==> run_1/route_heat.png <==
Bar = 50 um. 29 x 20 tiles, from dark blue (low) to red (high), scaled to the fullest tile. Values are wire area over tile area, all layers added.
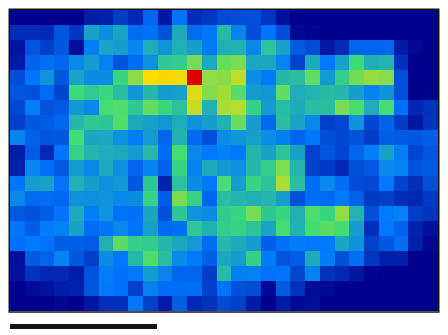
==> run_1/class_map.png <==
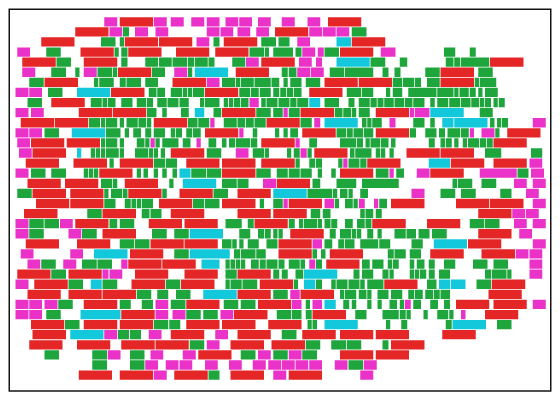
==> run_1/congestion_map.png <==
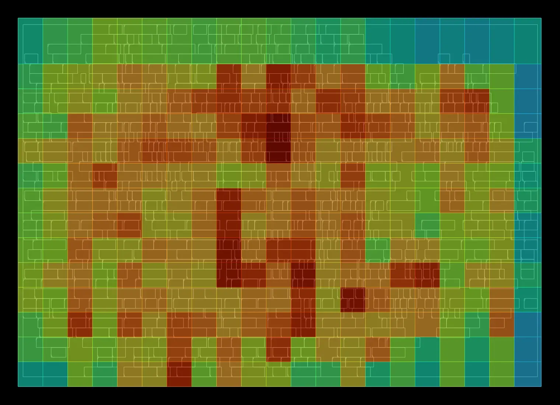
==> run_1/pinout.png <==
Pins as bars across the die edge, other pins in grey.
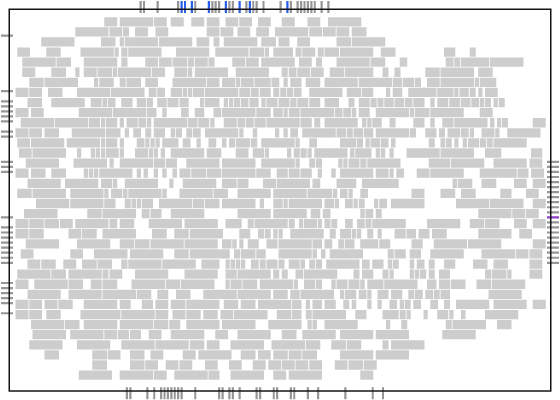
==> src/rtl/tblink_rpc_hostproc_if.sv <==
`default_nettype none
// ============================================================================
// Module  : tblink_rpc_hostproc_if
// Brief   : Byte streams plus request/response/indication fields of the host
//           RPC processor, with hostproc-side (master) and peer-side (slave) views.
// Revision: 1.0 - initial release
// ============================================================================
interface tblink_rpc_hostproc_if #(
  parameter int REQ_PARAMS_SZ = 1,
  parameter int RSP_SZ        = 1
);
  logic [7:0]                 tx_dat;
  logic                       tx_valid;
  logic                       tx_ready;
  logic [7:0]                 rx_dat;
  logic                       rx_valid;
  logic                       rx_ready;
  logic [7:0]                 req_cmd;
  logic [7:0]                 req_sz;
  logic [8*REQ_PARAMS_SZ-1:0] req_params;
  logic                       req_put_i;
  logic                       req_get_i;
  logic [7:0]                 rsp_sz;
  logic [7:0]                 rsp_id;
  logic [8*RSP_SZ-1:0]        rsp_dat;
  logic [7:0]                 ind_cmd;
  logic [7:0]                 ind_id;
  logic [7:0]                 ind_sz;
  logic [8*RSP_SZ-1:0]        ind_params;
  logic                       ind_put_i;
  logic                       ind_get_i;
  logic                       err_id;
  logic                       err_unexp;

  modport master (
    output tx_dat, tx_valid, input tx_ready,
    input  rx_dat, rx_valid, output rx_ready,
    input  req_cmd, req_sz, req_params, req_put_i, output req_get_i,
    output rsp_sz, rsp_id, rsp_dat,
    output ind_cmd, ind_id, ind_sz, ind_params, ind_put_i, input ind_get_i,
    output err_id, err_unexp
  );

  modport slave (
    input  tx_dat, tx_valid, output tx_ready,
    output rx_dat, rx_valid, input rx_ready,
    output req_cmd, req_sz, req_params, req_put_i, input req_get_i,
    input  rsp_sz, rsp_id, rsp_dat,
    input  ind_cmd, ind_id, ind_sz, ind_params, ind_put_i, output ind_get_i,
    input  err_id, err_unexp
  );
endinterface
`default_nettype wire

==> src/rtl/tblink_rpc_hostproc.sv <==
`default_nettype none
// ============================================================================
// Module  : tblink_rpc_hostproc
// Brief   : Host-side RPC framer: sends requests/indication replies as byte
//           frames and parses response/indication frames from the device.
// Revision: 1.0 - initial release
// ============================================================================
module tblink_rpc_hostproc #(
  parameter int REQ_PARAMS_SZ = 1,
  parameter int RSP_SZ        = 1
) (
  input  logic                 uclock,
  input  logic                 reset,
  tblink_rpc_hostproc_if.master bus
);

  typedef enum logic [2:0] {TX_IDLE, TX_SZ, TX_CMD, TX_ID, TX_DAT} tx_state_t;
  typedef enum logic [2:0] {RX_DST, RX_SZ, RX_CMD, RX_ID, RX_DAT, RX_DONE, RX_IND_WAIT} rx_state_t;

  tx_state_t                  r_tx_state;
  logic [7:0]                 r_tx_dat;
  logic                       r_tx_valid;
  logic                       r_tx_reply;
  logic [7:0]                 r_req_cmd;
  logic [7:0]                 r_req_sz;
  logic [8*REQ_PARAMS_SZ-1:0] r_req_params;
  logic [7:0]                 r_tx_idx;
  logic [7:0]                 r_req_id;
  logic [7:0]                 r_exp_id;
  logic                       r_outstanding;

  rx_state_t                  r_rx_state;
  logic [7:0]                 r_rx_ndat;
  logic [7:0]                 r_rx_k;
  logic [7:0]                 r_rx_cmd;
  logic [7:0]                 r_rx_id;
  logic [8*RSP_SZ-1:0]        r_rx_data;
  logic [7:0]                 r_rsp_sz;
  logic [7:0]                 r_rsp_id;
  logic [8*RSP_SZ-1:0]        r_rsp_dat;
  logic [7:0]                 r_ind_cmd;
  logic [7:0]                 r_ind_id;
  logic [7:0]                 r_ind_sz;
  logic [8*RSP_SZ-1:0]        r_ind_params;
  logic                       r_ind_put;
  logic                       r_req_get;
  logic                       r_err_id;
  logic                       r_err_unexp;

  logic       w_tx_fire;
  logic       w_rx_fire;
  logic       w_reply_pend;
  logic       w_req_pend;
  logic       w_tx_last;
  logic       w_req_done;
  logic       w_reply_done;
  logic       w_rsp_accept;
  logic [7:0] w_next_idx;
  logic [7:0] w_next_byte;

  assign w_tx_fire    = r_tx_valid & bus.tx_ready;
  assign w_rx_fire    = bus.rx_valid & bus.rx_ready;
  // Reply is owed once the host has taken the indication (toggles match again)
  assign w_reply_pend = (r_rx_state == RX_IND_WAIT) && (r_ind_put == bus.ind_get_i);
  assign w_req_pend   = (bus.req_put_i != r_req_get);
  assign w_tx_last    = w_tx_fire &&
                        (((r_tx_state == TX_ID) && (r_tx_reply || (r_req_sz == 8'd0))) ||
                         ((r_tx_state == TX_DAT) && (r_tx_idx == 8'd0)));
  assign w_req_done   = w_tx_last && !r_tx_reply;
  assign w_reply_done = w_tx_last && r_tx_reply;
  assign w_rsp_accept = (r_rx_state == RX_DONE) && (r_rx_cmd == 8'd0) && r_outstanding;
  assign w_next_idx   = (r_tx_state == TX_ID) ? (r_req_sz - 8'd1) : (r_tx_idx - 8'd1);

  // Parameter bytes past the captured width are sent as zero
  always_comb begin
    w_next_byte = 8'd0;
    for (int k = 0; k < REQ_PARAMS_SZ; k++) begin
      if (w_next_idx == 8'(k)) w_next_byte = r_req_params[8*k +: 8];
    end
  end

  always_ff @(posedge uclock or posedge reset) begin
    if (reset) begin
      r_tx_state    <= TX_IDLE;
      r_tx_dat      <= 8'd0;
      r_tx_valid    <= 1'b0;
      r_tx_reply    <= 1'b0;
      r_req_cmd     <= 8'd0;
      r_req_sz      <= 8'd0;
      r_req_params  <= '0;
      r_tx_idx      <= 8'd0;
      r_req_id      <= 8'd0;
      r_exp_id      <= 8'd0;
      r_outstanding <= 1'b0;
    end else begin
      if (w_rsp_accept) r_outstanding <= 1'b0;
      if (w_req_done)   r_outstanding <= 1'b1;
      case (r_tx_state)
        TX_IDLE: begin
          if (w_reply_pend) begin
            r_tx_reply <= 1'b1;
            r_tx_dat   <= 8'd1;
            r_tx_valid <= 1'b1;
            r_tx_state <= TX_SZ;
          end else if (w_req_pend && !r_outstanding) begin
            r_tx_reply   <= 1'b0;
            r_req_cmd    <= bus.req_cmd;
            r_req_sz     <= bus.req_sz;
            r_req_params <= bus.req_params;
            r_tx_dat     <= bus.req_sz + 8'd1;
            r_tx_valid   <= 1'b1;
            r_tx_state   <= TX_SZ;
          end
        end
        TX_SZ: if (w_tx_fire) begin
          r_tx_dat   <= r_tx_reply ? 8'd0 : r_req_cmd;
          r_tx_state <= TX_CMD;
        end
        TX_CMD: if (w_tx_fire) begin
          if (r_tx_reply) begin
            r_tx_dat <= r_ind_id;
          end else begin
            r_tx_dat <= r_req_id;
            r_exp_id <= r_req_id;
            r_req_id <= r_req_id + 8'd1;
          end
          r_tx_state <= TX_ID;
        end
        TX_ID, TX_DAT: if (w_tx_fire) begin
          if (w_tx_last) begin
            r_tx_valid <= 1'b0;
            r_tx_state <= TX_IDLE;
          end else begin
            r_tx_dat   <= w_next_byte;
            r_tx_idx   <= w_next_idx;
            r_tx_state <= TX_DAT;
          end
        end
        default: r_tx_state <= TX_IDLE;
      endcase
    end
  end

  always_ff @(posedge uclock or posedge reset) begin
    if (reset) begin
      r_rx_state   <= RX_DST;
      r_rx_ndat    <= 8'd0;
      r_rx_k       <= 8'd0;
      r_rx_cmd     <= 8'd0;
      r_rx_id      <= 8'd0;
      r_rx_data    <= '0;
      r_rsp_sz     <= 8'd0;
      r_rsp_id     <= 8'd0;
      r_rsp_dat    <= '0;
      r_ind_cmd    <= 8'd0;
      r_ind_id     <= 8'd0;
      r_ind_sz     <= 8'd0;
      r_ind_params <= '0;
      r_ind_put    <= 1'b0;
      r_req_get    <= 1'b0;
      r_err_id     <= 1'b0;
      r_err_unexp  <= 1'b0;
    end else begin
      r_err_id    <= 1'b0;
      r_err_unexp <= 1'b0;
      case (r_rx_state)
        RX_DST: if (w_rx_fire) r_rx_state <= RX_SZ;
        RX_SZ: if (w_rx_fire) begin
          r_rx_ndat  <= (bus.rx_dat == 8'd0) ? 8'd0 : (bus.rx_dat - 8'd1);
          r_rx_data  <= '0;
          r_rx_k     <= 8'd0;
          r_rx_state <= RX_CMD;
        end
        RX_CMD: if (w_rx_fire) begin
          r_rx_cmd   <= bus.rx_dat;
          r_rx_state <= RX_ID;
        end
        RX_ID: if (w_rx_fire) begin
          r_rx_id    <= bus.rx_dat;
          r_rx_state <= (r_rx_ndat == 8'd0) ? RX_DONE : RX_DAT;
        end
        RX_DAT: if (w_rx_fire) begin
          // Bytes beyond the data register width are consumed but not stored
          for (int k = 0; k < RSP_SZ; k++) begin
            if (r_rx_k == 8'(k)) r_rx_data[8*k +: 8] <= bus.rx_dat;
          end
          r_rx_k <= r_rx_k + 8'd1;
          if ((r_rx_k + 8'd1) == r_rx_ndat) r_rx_state <= RX_DONE;
        end
        RX_DONE: begin
          if (r_rx_cmd == 8'd0) begin
            if (r_outstanding) begin
              r_rsp_sz  <= r_rx_ndat;
              r_rsp_id  <= r_rx_id;
              r_rsp_dat <= r_rx_data;
              r_req_get <= ~r_req_get;
              r_err_id  <= (r_rx_id != r_exp_id);
            end else begin
              r_err_unexp <= 1'b1;
            end
            r_rx_state <= RX_DST;
          end else begin
            r_ind_cmd    <= r_rx_cmd;
            r_ind_id     <= r_rx_id;
            r_ind_sz     <= r_rx_ndat;
            r_ind_params <= r_rx_data;
            r_ind_put    <= ~r_ind_put;
            r_rx_state   <= RX_IND_WAIT;
          end
        end
        RX_IND_WAIT: if (w_reply_done) r_rx_state <= RX_DST;
        default: r_rx_state <= RX_DST;
      endcase
    end
  end

  assign bus.tx_dat     = r_tx_dat;
  assign bus.tx_valid   = r_tx_valid;
  assign bus.rx_ready   = (r_rx_state != RX_DONE) && (r_rx_state != RX_IND_WAIT);
  assign bus.req_get_i  = r_req_get;
  assign bus.rsp_sz     = r_rsp_sz;
  assign bus.rsp_id     = r_rsp_id;
  assign bus.rsp_dat    = r_rsp_dat;
  assign bus.ind_cmd    = r_ind_cmd;
  assign bus.ind_id     = r_ind_id;
  assign bus.ind_sz     = r_ind_sz;
  assign bus.ind_params = r_ind_params;
  assign bus.ind_put_i  = r_ind_put;
  assign bus.err_id     = r_err_id;
  assign bus.err_unexp  = r_err_unexp;

endmodule
`default_nettype wire
==> src/flat_wrapper.sv <==
// flat-port wrapper written by rule: the top's interface ports become plain ports
module tblink_rpc_hostproc_flat 
#(
  parameter int REQ_PARAMS_SZ = 1,
  parameter int RSP_SZ        = 1
)
  (uclock, reset, bus_tx_dat, bus_tx_valid, bus_tx_ready, bus_rx_dat, bus_rx_valid, bus_rx_ready, bus_req_cmd, bus_req_sz, bus_req_params, bus_req_put_i, bus_req_get_i, bus_rsp_sz, bus_rsp_id, bus_rsp_dat, bus_ind_cmd, bus_ind_id, bus_ind_sz, bus_ind_params, bus_ind_put_i, bus_ind_get_i, bus_err_id, bus_err_unexp);
  tblink_rpc_hostproc_if #(.REQ_PARAMS_SZ(REQ_PARAMS_SZ), .RSP_SZ(RSP_SZ)) bus_i ();
  input  logic uclock;
  input  logic reset;
  output wire logic [$bits(bus_i.tx_dat)-1:0] bus_tx_dat;
  output wire logic [$bits(bus_i.tx_valid)-1:0] bus_tx_valid;
  input wire logic [$bits(bus_i.tx_ready)-1:0] bus_tx_ready;
  input wire logic [$bits(bus_i.rx_dat)-1:0] bus_rx_dat;
  input wire logic [$bits(bus_i.rx_valid)-1:0] bus_rx_valid;
  output wire logic [$bits(bus_i.rx_ready)-1:0] bus_rx_ready;
  input wire logic [$bits(bus_i.req_cmd)-1:0] bus_req_cmd;
  input wire logic [$bits(bus_i.req_sz)-1:0] bus_req_sz;
  input wire logic [$bits(bus_i.req_params)-1:0] bus_req_params;
  input wire logic [$bits(bus_i.req_put_i)-1:0] bus_req_put_i;
  output wire logic [$bits(bus_i.req_get_i)-1:0] bus_req_get_i;
  output wire logic [$bits(bus_i.rsp_sz)-1:0] bus_rsp_sz;
  output wire logic [$bits(bus_i.rsp_id)-1:0] bus_rsp_id;
  output wire logic [$bits(bus_i.rsp_dat)-1:0] bus_rsp_dat;
  output wire logic [$bits(bus_i.ind_cmd)-1:0] bus_ind_cmd;
  output wire logic [$bits(bus_i.ind_id)-1:0] bus_ind_id;
  output wire logic [$bits(bus_i.ind_sz)-1:0] bus_ind_sz;
  output wire logic [$bits(bus_i.ind_params)-1:0] bus_ind_params;
  output wire logic [$bits(bus_i.ind_put_i)-1:0] bus_ind_put_i;
  input wire logic [$bits(bus_i.ind_get_i)-1:0] bus_ind_get_i;
  output wire logic [$bits(bus_i.err_id)-1:0] bus_err_id;
  output wire logic [$bits(bus_i.err_unexp)-1:0] bus_err_unexp;
  assign bus_tx_dat = bus_i.tx_dat;
  assign bus_tx_valid = bus_i.tx_valid;
  assign bus_i.tx_ready = bus_tx_ready;
  assign bus_i.rx_dat = bus_rx_dat;
  assign bus_i.rx_valid = bus_rx_valid;
  assign bus_rx_ready = bus_i.rx_ready;
  assign bus_i.req_cmd = bus_req_cmd;
  assign bus_i.req_sz = bus_req_sz;
  assign bus_i.req_params = bus_req_params;
  assign bus_i.req_put_i = bus_req_put_i;
  assign bus_req_get_i = bus_i.req_get_i;
  assign bus_rsp_sz = bus_i.rsp_sz;
  assign bus_rsp_id = bus_i.rsp_id;
  assign bus_rsp_dat = bus_i.rsp_dat;
  assign bus_ind_cmd = bus_i.ind_cmd;
  assign bus_ind_id = bus_i.ind_id;
  assign bus_ind_sz = bus_i.ind_sz;
  assign bus_ind_params = bus_i.ind_params;
  assign bus_ind_put_i = bus_i.ind_put_i;
  assign bus_i.ind_get_i = bus_ind_get_i;
  assign bus_err_id = bus_i.err_id;
  assign bus_err_unexp = bus_i.err_unexp;
  tblink_rpc_hostproc #(.REQ_PARAMS_SZ(REQ_PARAMS_SZ), .RSP_SZ(RSP_SZ)) u_core (.uclock(uclock), .reset(reset), .bus(bus_i));
endmodule
==> config.mk <==
export PLATFORM = sky130hd
export DESIGN_NAME = tblink_rpc_hostproc_flat
export DESIGN_NICKNAME = d
export VERILOG_FILES = /design/src/rtl/tblink_rpc_hostproc_if.sv /design/src/rtl/tblink_rpc_hostproc.sv /design/src/flat_wrapper.sv
export SDC_FILE = /design/constraint.sdc
export NUM_CORES = 1
export LEC_CHECK = 0
export ABC_AREA = 0
export CORE_ASPECT_RATIO = 0.7
export CORE_UTILIZATION = 55
export CTS_CLUSTER_DIAMETER = 60
export DETAILED_ROUTE_END_ITERATION = 10
export GPL_TIMING_DRIVEN = 0
export PLACE_DENSITY = 0.83
export SYNTH_ARGS = -nofsm -noshare
export SYNTH_HDL_FRONTEND = slang
export SYNTH_SLANG_ARGS = --single-unit
==> constraint.sdc <==
create_clock -name uclock -period 15.53 [get_ports uclock]
set_clock_uncertainty 0.05 [all_clocks]
set_input_delay 3.106 -clock uclock [delete_from_list [all_inputs] [get_ports uclock]]
set_output_delay 3.106 -clock uclock [all_outputs]
set_load 0.03 [all_outputs]
==> flow_summary.ini, run 1 <==
; generated from flow reports
[status]
status = completed

[routing]
via_per_inst = 5.94
wl_met2_mm = 9.19
dr.pass1.iters = 5
highest_layer = met4
wl_met3_mm = 1.39
ant_nets = 0
wl_met1_mm = 8.94

[finish]
final_cell_mix = dfrtp_1, clkdlybuf4s50_1, nand2_1
seqCellArea_sq_um = 4130
signal_buffers = 139
instances_no_fill = 1024
sh_comb_area = 0.360
flops = 165
area_growth_pct = 24.6
nClkBuffers = 19
buffer_area_frac = 0.128
largest_class = flip-flops and latches
antennaDiodeCount = 0
layout_top_cell = dfrtp_1
drive_gt1_frac = 0.135
logic_area_sq_um = 3550
comb_cells = 477
nets = 866

[synth]
ys_warn_count = 0
yosys-top-cells-count = dfrtp_1, nand2_1, mux2_1
ys_seq_frac = 0.521
synthArstFlopShare = 1.00
synthDistinctLibCells = 65
yosysCellCount = 694
ys_sh_simple = 0.130
synth_chip_area_sq_um = 7930
ys_ff = 165
yosysTopAreaCell = dfrtp_1
synthTopLogicFamily = multiplexers
synth-compound-area-share = 0.0999
syn_inst = 694

[worst_setup_path]
critPathMaxStageDelay_ns = 0.73
cp_num_buf_inv = 2
crit_family = buffers and inverters
regToRegStartpoint = u_core.r_tx_state[1]$_DFFE_PP0P_
cp.depth = 4
reg2reg_depth = 12
path_max_fanout = 7
cp.arrival_ns = 2.27
reg2reg_slack_ns = 11.72
path_cells = inv_1, nor2_1, o21ai_0, clkdlybuf4s50_1
cp-endpoint = bus_rx_ready
rr_endpoint = u_core.bus.tx_dat[5]$_DFFE_PP0P_
crit_start = u_core.r_rx_state[0]$_DFFE_PP0P_

[clock_tree]
numCtsBuffers = 17
root_buffer = clkbuf_16
postCtsSetupBuffers = 0
clkLatencyLatePin_ns = 0.44
ctsLongestPathBuffers = 2
cts_resized = 0
cts_tree = done

[place]
dp_cells = 992
place_hpwl_mm = 14.1
placed_area_sq_um = 9270

[die]
top_level_ports = 108

[global_routing]
gr-usage-met1 = 0.395
grt_pass1_wl_mm = 32.4

[power_and_ir_drop]
p_int_mw = 1.15
power_frac_comb = 0.393
p_seq_frac = 0.379
power_mw = 1.90
top_power_group = combinational logic
p_clk_mw = 0.434
vdd_drop_max_uv = 109
comb-power_mw = 0.744
powerDensity_nw_per_um2 = 192
swShare = 0.394

[sta]
drv_slew = 0
setup_viol = 0
hold_viol = 0
max_slew.worst_pin.slew_ns = 0.757
whs_ns = 0.435
setup_slack_ns = 10.10
slew_headroom = 0.492

[hold_path]
min_path_cells = 1
-- route_heat.png (at the start) --
The fullest tile reaches 0.85. 7.9% of the tiles are over half the peak. The mean over all tiles is 0.22. 11% of the tiles are nearly empty. The emptiest ninth of the die: south-east.
DR vias: 6087
GRT Total Usage: 0.288
Avg WL per Cell: 19.5 um

-- class_map.png (at the start) --
Key: remaining logic cells = green [cells 498, share of their area 38%]; remaining buffers and delay cells = magenta [cells 139, share of their area 13%]; registers = red [cells 165, share of their area 43%]; clock drivers and dummy loads = cyan [cells 32, share of their area 6.3%]
Placeable Area: 14000 sq um
Finished Cell Area: 9880 sq um
Seq area share: 0.418
Finished Core Util: 0.705
row count: 36

-- congestion_map.png (at the start) --
routing usage on met2: 0.445
Most Crowded Layer GR: met2
met3 usage: 0.0665

-- pinout.png (at the start) --
Key: `bus_rx_ready` = purple [pins 1, direction output, edge east]; `bus_tx_dat` = blue [pins 8, direction output, edge north]
DIE WIDTH: 146 um
I/O Buffers: 107
die height: 102 um

==> inputs of run 2 (changes only) <==
--- a/config.mk
+++ b/config.mk
@@ -7,11 +7,11 @@
 export LEC_CHECK = 0
 export ABC_AREA = 0
 export CORE_ASPECT_RATIO = 0.7
-export CORE_UTILIZATION = 55
+export CORE_UTILIZATION = 50
 export CTS_CLUSTER_DIAMETER = 60
 export DETAILED_ROUTE_END_ITERATION = 10
 export GPL_TIMING_DRIVEN = 0
-export PLACE_DENSITY = 0.83
+export PLACE_DENSITY = 0.8
 export SYNTH_ARGS = -nofsm -noshare
 export SYNTH_HDL_FRONTEND = slang
 export SYNTH_SLANG_ARGS = --single-unit
==> constraint.sdc (replaced) <==
create_clock -name uclock -period 4.8 [get_ports uclock]
set_clock_uncertainty 0.05 [all_clocks]
set_input_delay 0.96 -clock uclock [delete_from_list [all_inputs] [get_ports uclock]]
set_output_delay 0.96 -clock uclock [all_outputs]
set_load 0.03 [all_outputs]
==> run_2/layers.png <==
Bar = 50 um.
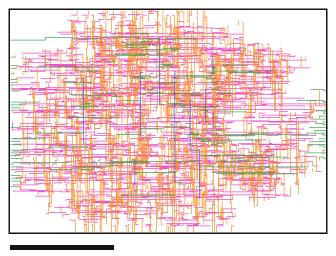
Key: M4 = blue [wire length 237 um]; M1 = magenta [wire length 9260 um]; M2 = orange [wire length 8590 um]; M3 = green [wire length 1440 um]
Avg WL per Cell: 18.9 um
DR vias: 5994
total wire length: 19.5 mm
GRT Total Usage: 0.255

==> run_2/pinout.png <==
Pins as bars across the die edge, other pins in grey.
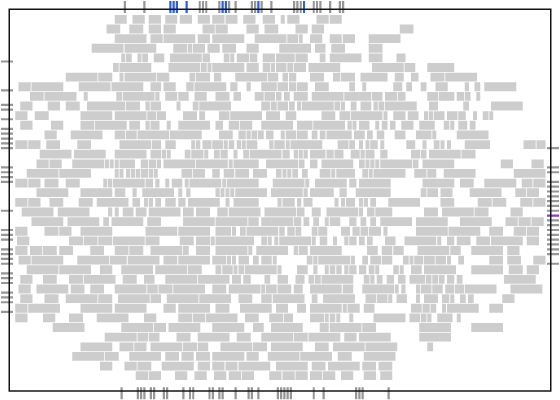
Key: `bus_tx_dat` = blue [pins 8, direction output, edge north]; `bus_rx_ready` = purple [pins 1, direction output, edge east]
All pins by edge: 30 south, 29 west, 29 north, 20 east.
DIE WIDTH: 153 um
die height: 107 um

==> run 2 against run 1 <==
- the flow now finishes with violations (DRC)
- cell area up 0.37%
- first-iteration DRC count decreased by 10%
- clock-buffer cell count shrank 1
- routed wire length shrank 2.2%
- non-clock buffer count rose by 3
- combinational power went up to 3.2 times the previous value
- register-to-register slack lost 11 ns
- synthesized cell count did not move
- sequential share of layout area shrank 0.15 points
- utilization decreased by 6.6 points
- via count is 1.5% lower
- highest routed layer unchanged
==> flow_summary.ini, run 2 <==
; generated from flow reports
[status]
status = complete, but fails checks
violations = DRC

[worst_setup_path]
reg2reg_slack_ns = 0.96
regToRegStartpoint = u_core.r_tx_state[2]$_DFFE_PP0P_
cp.arrival_ns = 4.13

[synth]
yosys-top-cells-count = dfrtp_1, nand2_1, mux2_1
ys_sh_simple = 0.130
synthTopLogicFamily = multiplexers
yosysTopAreaCell = dfrtp_1
ys_warn_count = 0
ys_seq_frac = 0.521
synthArstFlopShare = 1.00
ys_ff = 165

[finish]
final_cell_mix = dfrtp_1, clkdlybuf4s50_1, nand2_1
nets = 869
logic_area_sq_um = 3550
postLayoutCellArea_sq_um = 9920
signal_buffers = 142
largest_class = flip-flops and latches
flops = 165
layout_top_cell = dfrtp_1
nClkBuffers = 18
instances_no_fill = 1035
sh_seq_area = 0.416
area_growth_pct = 25.1

[clock_tree]
root_buffer = clkbuf_16
ctsLongestPathBuffers = 2
clkLatencyLatePin_ns = 0.42
numCtsBuffers = 17
cts_tree = done

[power_and_ir_drop]
power_mw = 6.10
p_clk_mw = 1.39
swShare = 0.392
vdd_drop_max_uv = 305
p_seq_frac = 0.380

[sta]
max_slew.worst_pin.slew_ns = 0.748
setup_viol = 0
drv_slew = 0
slew_headroom = 0.493

[routing]
drcViolationCount = 7
wl_met1_mm = 9.26
wl_met3_mm = 1.44
ant_nets = 0
wl_met2_mm = 8.59
dr.pass1.iters = 8
via_per_inst = 5.79

[die]
top_level_ports = 108

[place]
port_buffers = 107

[global_routing]
use_met3 = 0.0471
Power is estimated from default activity; no workload was simulated.
